==> src/rtl/sha256_padder_if.sv <==
// Message-in / padded-block-out bundle for sha256_padder.
// The padder sits on the slave side; the message source and the hash core use the master side.
interface sha256_padder_if;
  logic         in_valid;
  logic         in_ready;
  logic [31:0]  in_data;
  logic         in_last;
  logic [2:0]   in_nbytes;
  logic         blk_valid;
  logic         blk_ready;
  logic [511:0] blk_data;
  logic         blk_first;
  logic         blk_last;
  logic         len_err;

  modport master (
    output in_valid, in_data, in_last, in_nbytes, blk_ready,
    input  in_ready, blk_valid, blk_data, blk_first, blk_last, len_err
  );

  modport slave (
    input  in_valid, in_data, in_last, in_nbytes, blk_ready,
    output in_ready, blk_valid, blk_data, blk_first, blk_last, len_err
  );
endinterface

==> src/rtl/sha256_padder.sv <==
// SHA-256 message padder: packs 32-bit big-endian words into 512-bit blocks,
// appends the 0x80 marker, zero fill and the 64-bit bit length.
module sha256_padder #(
  parameter int LEN_W = 61
) (
  input logic            wb_clk_i,
  input logic            wb_rst_ni,
  sha256_padder_if.slave bus
);

  localparam logic [1:0] ACCUM = 2'd0;
  localparam logic [1:0] PAD   = 2'd1;
  localparam logic [1:0] LEN   = 2'd2;
  localparam logic [1:0] EMIT  = 2'd3;

  logic [1:0]       state;
  logic [1:0]       resume_state;
  logic [3:0]       idx;
  logic [LEN_W-1:0] byte_cnt;
  logic             first_flag;
  logic             last_flag;
  logic             marker_pending;
  logic             len_err_q;
  logic             active;

  logic [31:0]      blk_buf [16];
  logic             buf_we;
  logic [31:0]      buf_wdata;

  logic             accept;
  logic [2:0]       n_eff;
  logic [2:0]       add_bytes;
  logic [LEN_W:0]   cnt_sum;
  logic [31:0]      last_word;
  logic [63:0]      bit_len;

  assign accept    = bus.in_valid && bus.in_ready;
  assign n_eff     = (bus.in_nbytes > 3'd4) ? 3'd4 : bus.in_nbytes;
  assign add_bytes = bus.in_last ? n_eff : 3'd4;
  assign cnt_sum   = {1'b0, byte_cnt} + {{(LEN_W-2){1'b0}}, add_bytes};
  assign bit_len   = 64'({byte_cnt, 3'b000});

  // Last word: keep the valid leading bytes and put the 0x80 marker right after them.
  always_comb begin
    case (n_eff)
      3'd0:    last_word = 32'h8000_0000;
      3'd1:    last_word = {bus.in_data[31:24], 24'h80_0000};
      3'd2:    last_word = {bus.in_data[31:16], 16'h8000};
      3'd3:    last_word = {bus.in_data[31:8], 8'h80};
      default: last_word = bus.in_data;
    endcase
  end

  always_comb begin
    buf_we    = 1'b0;
    buf_wdata = '0;
    case (state)
      ACCUM: begin
        buf_we    = accept;
        buf_wdata = bus.in_last ? last_word : bus.in_data;
      end
      PAD: begin
        buf_we    = 1'b1;
        buf_wdata = marker_pending ? 32'h8000_0000 : 32'h0;
      end
      LEN: begin
        buf_we    = 1'b1;
        buf_wdata = (idx == 4'd14) ? bit_len[63:32] : bit_len[31:0];
      end
      default: ;
    endcase
  end

  // Every word of a block is rewritten before EMIT, so the buffer needs no reset.
  always_ff @(posedge wb_clk_i) begin
    if (buf_we) begin
      blk_buf[idx] <= buf_wdata;
    end
  end

  always_ff @(posedge wb_clk_i or negedge wb_rst_ni) begin
    if (!wb_rst_ni) begin
      state          <= ACCUM;
      resume_state   <= ACCUM;
      idx            <= 4'd0;
      byte_cnt       <= '0;
      first_flag     <= 1'b1;
      last_flag      <= 1'b0;
      marker_pending <= 1'b0;
      len_err_q      <= 1'b0;
      active         <= 1'b0;
    end else begin
      active <= 1'b1;
      case (state)
        ACCUM: begin
          if (accept) begin
            byte_cnt <= cnt_sum[LEN_W-1:0];
            if (cnt_sum[LEN_W]) begin
              len_err_q <= 1'b1;
            end
            if (!bus.in_last) begin
              if (idx == 4'd15) begin
                state        <= EMIT;
                resume_state <= ACCUM;
                last_flag    <= 1'b0;
                idx          <= 4'd0;
              end else begin
                idx <= idx + 4'd1;
              end
            end else begin
              marker_pending <= (n_eff == 3'd4);
              if (idx == 4'd15) begin
                state        <= EMIT;
                resume_state <= PAD;
                last_flag    <= 1'b0;
                idx          <= 4'd0;
              end else if (idx == 4'd13 && n_eff != 3'd4) begin
                state <= LEN;
                idx   <= 4'd14;
              end else begin
                state <= PAD;
                idx   <= idx + 4'd1;
              end
            end
          end
        end
        PAD: begin
          marker_pending <= 1'b0;
          // Index 13 is always written with the marker already placed, so words 14/15 are free.
          if (idx == 4'd15) begin
            state        <= EMIT;
            resume_state <= PAD;
            last_flag    <= 1'b0;
            idx          <= 4'd0;
          end else if (idx == 4'd13) begin
            state <= LEN;
            idx   <= 4'd14;
          end else begin
            idx <= idx + 4'd1;
          end
        end
        LEN: begin
          if (idx == 4'd15) begin
            state        <= EMIT;
            resume_state <= ACCUM;
            last_flag    <= 1'b1;
            idx          <= 4'd0;
          end else begin
            idx <= 4'd15;
          end
        end
        default: begin
          if (bus.blk_ready) begin
            state      <= resume_state;
            first_flag <= last_flag;
            if (last_flag) begin
              byte_cnt <= '0;
              idx      <= 4'd0;
            end
          end
        end
      endcase
    end
  end

  assign bus.in_ready  = active && (state == ACCUM);
  assign bus.blk_valid = (state == EMIT);
  assign bus.blk_first = (state == EMIT) && first_flag;
  assign bus.blk_last  = (state == EMIT) && last_flag;
  assign bus.len_err   = len_err_q;

  always_comb begin
    bus.blk_data = '0;
    if (state == EMIT) begin
      for (int i = 0; i < 16; i++) begin
        bus.blk_data[511 - 32*i -: 32] = blk_buf[i];
      end
    end
  end

endmodule

==> src/flat_wrapper.sv <==
// flat-port wrapper written by rule: the top's interface ports become plain ports
module sha256_padder_flat 
#(
  parameter int LEN_W = 61
)
  (wb_clk_i, wb_rst_ni, bus_in_valid, bus_in_data, bus_in_last, bus_in_nbytes, bus_blk_ready, bus_in_ready, bus_blk_valid, bus_blk_data, bus_blk_first, bus_blk_last, bus_len_err);
  sha256_padder_if bus_i ();
  input logic wb_clk_i;
  input logic wb_rst_ni;
  input wire logic [$bits(bus_i.in_valid)-1:0] bus_in_valid;
  input wire logic [$bits(bus_i.in_data)-1:0] bus_in_data;
  input wire logic [$bits(bus_i.in_last)-1:0] bus_in_last;
  input wire logic [$bits(bus_i.in_nbytes)-1:0] bus_in_nbytes;
  input wire logic [$bits(bus_i.blk_ready)-1:0] bus_blk_ready;
  output wire logic [$bits(bus_i.in_ready)-1:0] bus_in_ready;
  output wire logic [$bits(bus_i.blk_valid)-1:0] bus_blk_valid;
  output wire logic [$bits(bus_i.blk_data)-1:0] bus_blk_data;
  output wire logic [$bits(bus_i.blk_first)-1:0] bus_blk_first;
  output wire logic [$bits(bus_i.blk_last)-1:0] bus_blk_last;
  output wire logic [$bits(bus_i.len_err)-1:0] bus_len_err;
  assign bus_i.in_valid = bus_in_valid;
  assign bus_i.in_data = bus_in_data;
  assign bus_i.in_last = bus_in_last;
  assign bus_i.in_nbytes = bus_in_nbytes;
  assign bus_i.blk_ready = bus_blk_ready;
  assign bus_in_ready = bus_i.in_ready;
  assign bus_blk_valid = bus_i.blk_valid;
  assign bus_blk_data = bus_i.blk_data;
  assign bus_blk_first = bus_i.blk_first;
  assign bus_blk_last = bus_i.blk_last;
  assign bus_len_err = bus_i.len_err;
  sha256_padder #(.LEN_W(LEN_W)) u_core (.wb_clk_i(wb_clk_i), .wb_rst_ni(wb_rst_ni), .bus(bus_i));
endmodule
==> config.mk <==
export PLATFORM = sky130hd
export DESIGN_NAME = sha256_padder_flat
export DESIGN_NICKNAME = d
export VERILOG_FILES = /design/src/rtl/sha256_padder_if.sv /design/src/rtl/sha256_padder.sv /design/src/flat_wrapper.sv
export SDC_FILE = /design/constraint.sdc
export NUM_CORES = 1
export LEC_CHECK = 0
export ABC_AREA = 1
export CORE_MARGIN = 2
export CORE_UTILIZATION = 30
export CTS_CLUSTER_SIZE = 10
export DETAILED_ROUTE_END_ITERATION = 16
export GPL_ROUTABILITY_DRIVEN = 0
export PLACE_DENSITY = 0.6
export SLEW_MARGIN = 20
export SYNTH_ARGS = -nofsm -noshare
export SYNTH_HDL_FRONTEND = slang
export SYNTH_SLANG_ARGS = --single-unit
==> constraint.sdc <==
create_clock -name wb_clk_i -period 5.8 [get_ports wb_clk_i]
set_input_delay 0.58 -clock wb_clk_i [delete_from_list [all_inputs] [get_ports wb_clk_i]]
set_output_delay 0.58 -clock wb_clk_i [all_outputs]
set_load 0.05 [all_outputs]
Fig. 1: wiring by layer
Drawn at 1 px/um.
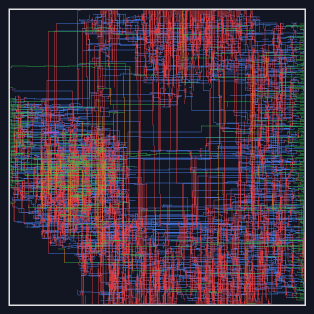
Key: green = met3 [wire length 6800 um]; red = met2 [wire length 43.6 mm]; purple = met5 [wire length 13.8 um]; blue = met1 [wire length 35.9 mm]; orange = met4 [wire length 2400 um]

Fig. 2: wires at chosen ports, followed through buffers
Drawn at 1.5 px/um.
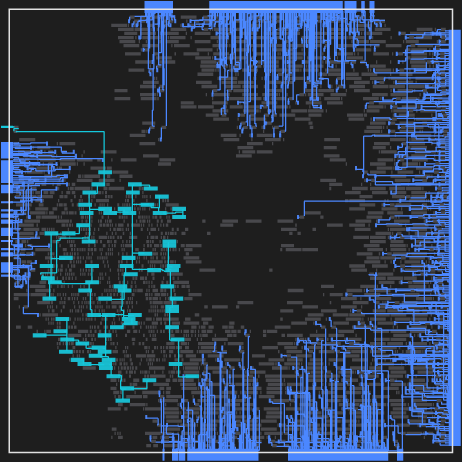
Key: blue = bus_blk_data [direction output, edge 204 right, 136 bottom, 129 top, 43 left, end cells 512, wire 16800 um]; cyan = wb_rst_ni [direction input, edge left, end cells 74, wire 883 um]

==> impl_metrics.json <==
{
  "status": "completed",
  "vias_per_cell": 4.48,
  "port_buffers": 556,
  "mux_share_pct": 0,
  "die_h_um": 294,
  "gr-usage-all-layers_pct": 19.9,
  "synth-seq-cells": 586,
  "worstSetupPathDepth": 5,
  "postCtsHoldBufs": 0,
  "xor_share_pct": 0.0692,
  "worst_hold_slack_ns": 0.479,
  "r2r.worst_path.cells": 7,
  "yosysCellCount": 2542,
  "setup_viol": 0,
  "dpl-instance-area_sq_mm": 0.0325,
  "ff2ff_setup_slack_ns": 2.32,
  "simple_gate_area_share_pct": 17.0,
  "diodes": 7,
  "drtAntennaViolNets": 0,
  "fp_util_pct": 30.3,
  "seqPwrFrac_pct": 34.4,
  "fmax_ghz": 0.248,
  "max_slew_margin_pct": 21.0,
  "busiest_layer": "met2",
  "p_clk_share_pct": 24.9,
  "comb_area_sq_mm": 0.00573,
  "layout_top_cell": "nand2_1",
  "grt_pass1_vias": 17900,
  "h-tree-depth": 3,
  "drc": 0,
  "largest_reg_flops": 512,
  "taps": 1080,
  "pg_comb_mw": 6.78,
  "core_sq_mm": 0.0836,
  "stdcell_count": 4251,
  "cts_tree": "built",
  "wl_per_cell_um": 20.9,
  "top_area_share_pct": 60.8,
  "nMultiInputCombCells": 1253,
  "synth_seq_share_pct": 68.1,
  "ys_async_sr_fraction_pct": 12.6,
  "flop_cell": "edfxtp_1",
  "start_kind": "flop",
  "power.switching_fraction_pct": 42.6,
  "seq_area_share_pct": 49.6,
  "fp_nets": 2595,
  "critPathKind": "flop to output port",
  "grt_util_met3_pct": 4.03,
  "r2r_end": "u_core.blk_buf[6][0]$_DFFE_PP_",
  "dp_hpwl_um": 62000,
  "adder_share_pct": 0.672,
  "antenna_found_initial": 4,
  "period_minus_slack_ns": 4.03,
  "min_from": "u_core.bus.len_err$_DFFE_PN0P_",
  "cpLargestDelayFamily": "buffers and inverters",
  "setup_slack_ns": 1.77,
  "synthTopLogicFamily": "simple AND/OR/NAND/NOR gates",
  "cts_root_buf": "clkbuf_16",
  "grt_overflow": 0,
  "critPathCapture": "bus_blk_data[397]",
  "ys_types": 43,
  "lay_top_cells": "758 x nand2_1, 616 x inv_1, 555 x clkdlybuf4s50_1",
  "netlist_top_cells_count": "758 x nand2_1, 617 x inv_1, 512 x edfxtp_1",
  "yosys.area.top_type": "edfxtp_1",
  "syn_avg_cell_area_sq_um": 9.95,
  "fin_skew_ns": 0.0327,
  "worstPathArrival_ns": 3.45,
  "syn_to_final_growth_pct": 37.1,
  "cts-buffers-inserted": 72,
  "min_to": "u_core.bus.len_err$_DFFE_PN0P_",
  "drt-initial-drc-count": 1811,
  "whs_path_depth": 1,
  "fin_setup_tns_ns": 0,
  "cts_max_path_buffers": 3,
  "startpoint": "u_core.state[0]$_DFFE_PN0P_",
  "wl_met2_um": 43600,
  "clock_area_share_pct": 6.16,
  "die_area_sq_mm": 0.0867,
  "top_power_group": "combinational logic",
  "grt_pass1_wl_um": 125000,
  "reg_top3": "u_core.blk_buf (512), u_core.byte_cnt (61), u_core.idx (4)",
  "met2_usage_pct": 34.3,
  "fillers": 8031,
  "worstPathMaxFanout": 159,
  "wl_met3_um": 6800,
  "ys_sh_aoi_pct": 3.57,
  "warnings": 41,
  "fin_crit_sh_pct": 69.4,
  "p_sw_mw": 7.11,
  "stdcell_area_sq_mm": 0.0347,
  "wirelength_um": 88700,
  "nets": 3185,
  "critPathRequiredTime_ns": 5.22,
  "ys_warn_count": 0,
  "syn_area_sq_mm": 0.0253,
  "preCtsSetupSlack_ns": 2.24,
  "nNonClkBuffers": 596,
  "path_cells": "ha_4 -> buf_12 -> nand2_1 -> inv_1 -> clkdlybuf4s50_1",
  "drive_above_1_share_pct": 6.64,
  "ys_area_sq_mm": 0.0253,
  "fp.dieW_um": 294,
  "cpPeakStageDelay_ns": 0.80,
  "comb_share_pct": 16.5,
  "largest_class": "sequential cells",
  "intPower_mw": 9.56,
  "io_pins": 557,
  "ctsResizeCount": 0,
  "p_leak_nw": 15.9,
  "postCtsSetupRepairBufs": 0,
  "vias": 19000,
  "hp-class": "flop to flop"
}
Fig. 3: register map, names as in the netlist
Drawn at 1 px/um.
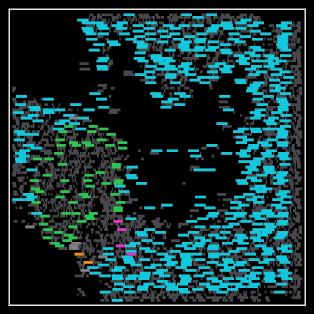
Key: magenta = u_core.idx [flops 4]; orange = u_core.state [flops 2]; green = u_core.byte_cnt [flops 61]; cyan = u_core.blk_buf [flops 512, where spread over the die]

Fig. 4: the clock network
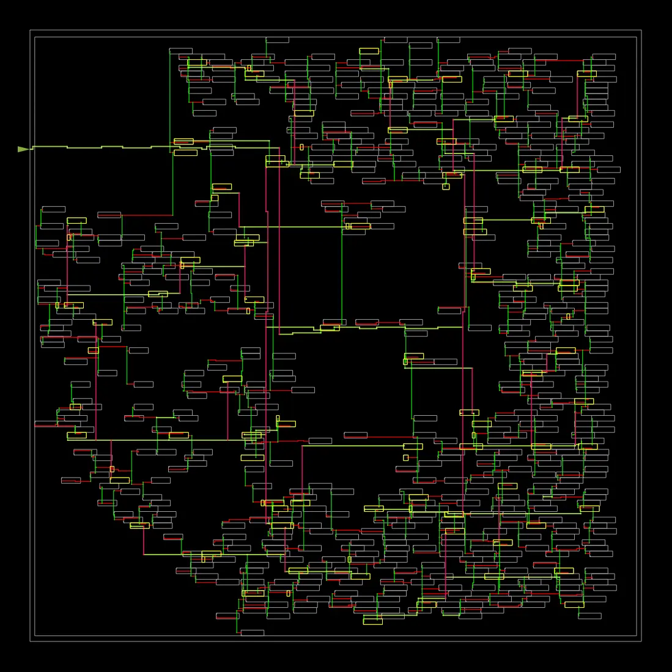
total clock network power: 4.15 mW
CLK BUF: 90
flip-flops: 586

No activity file was given, so power comes from the tool's default toggle rates.
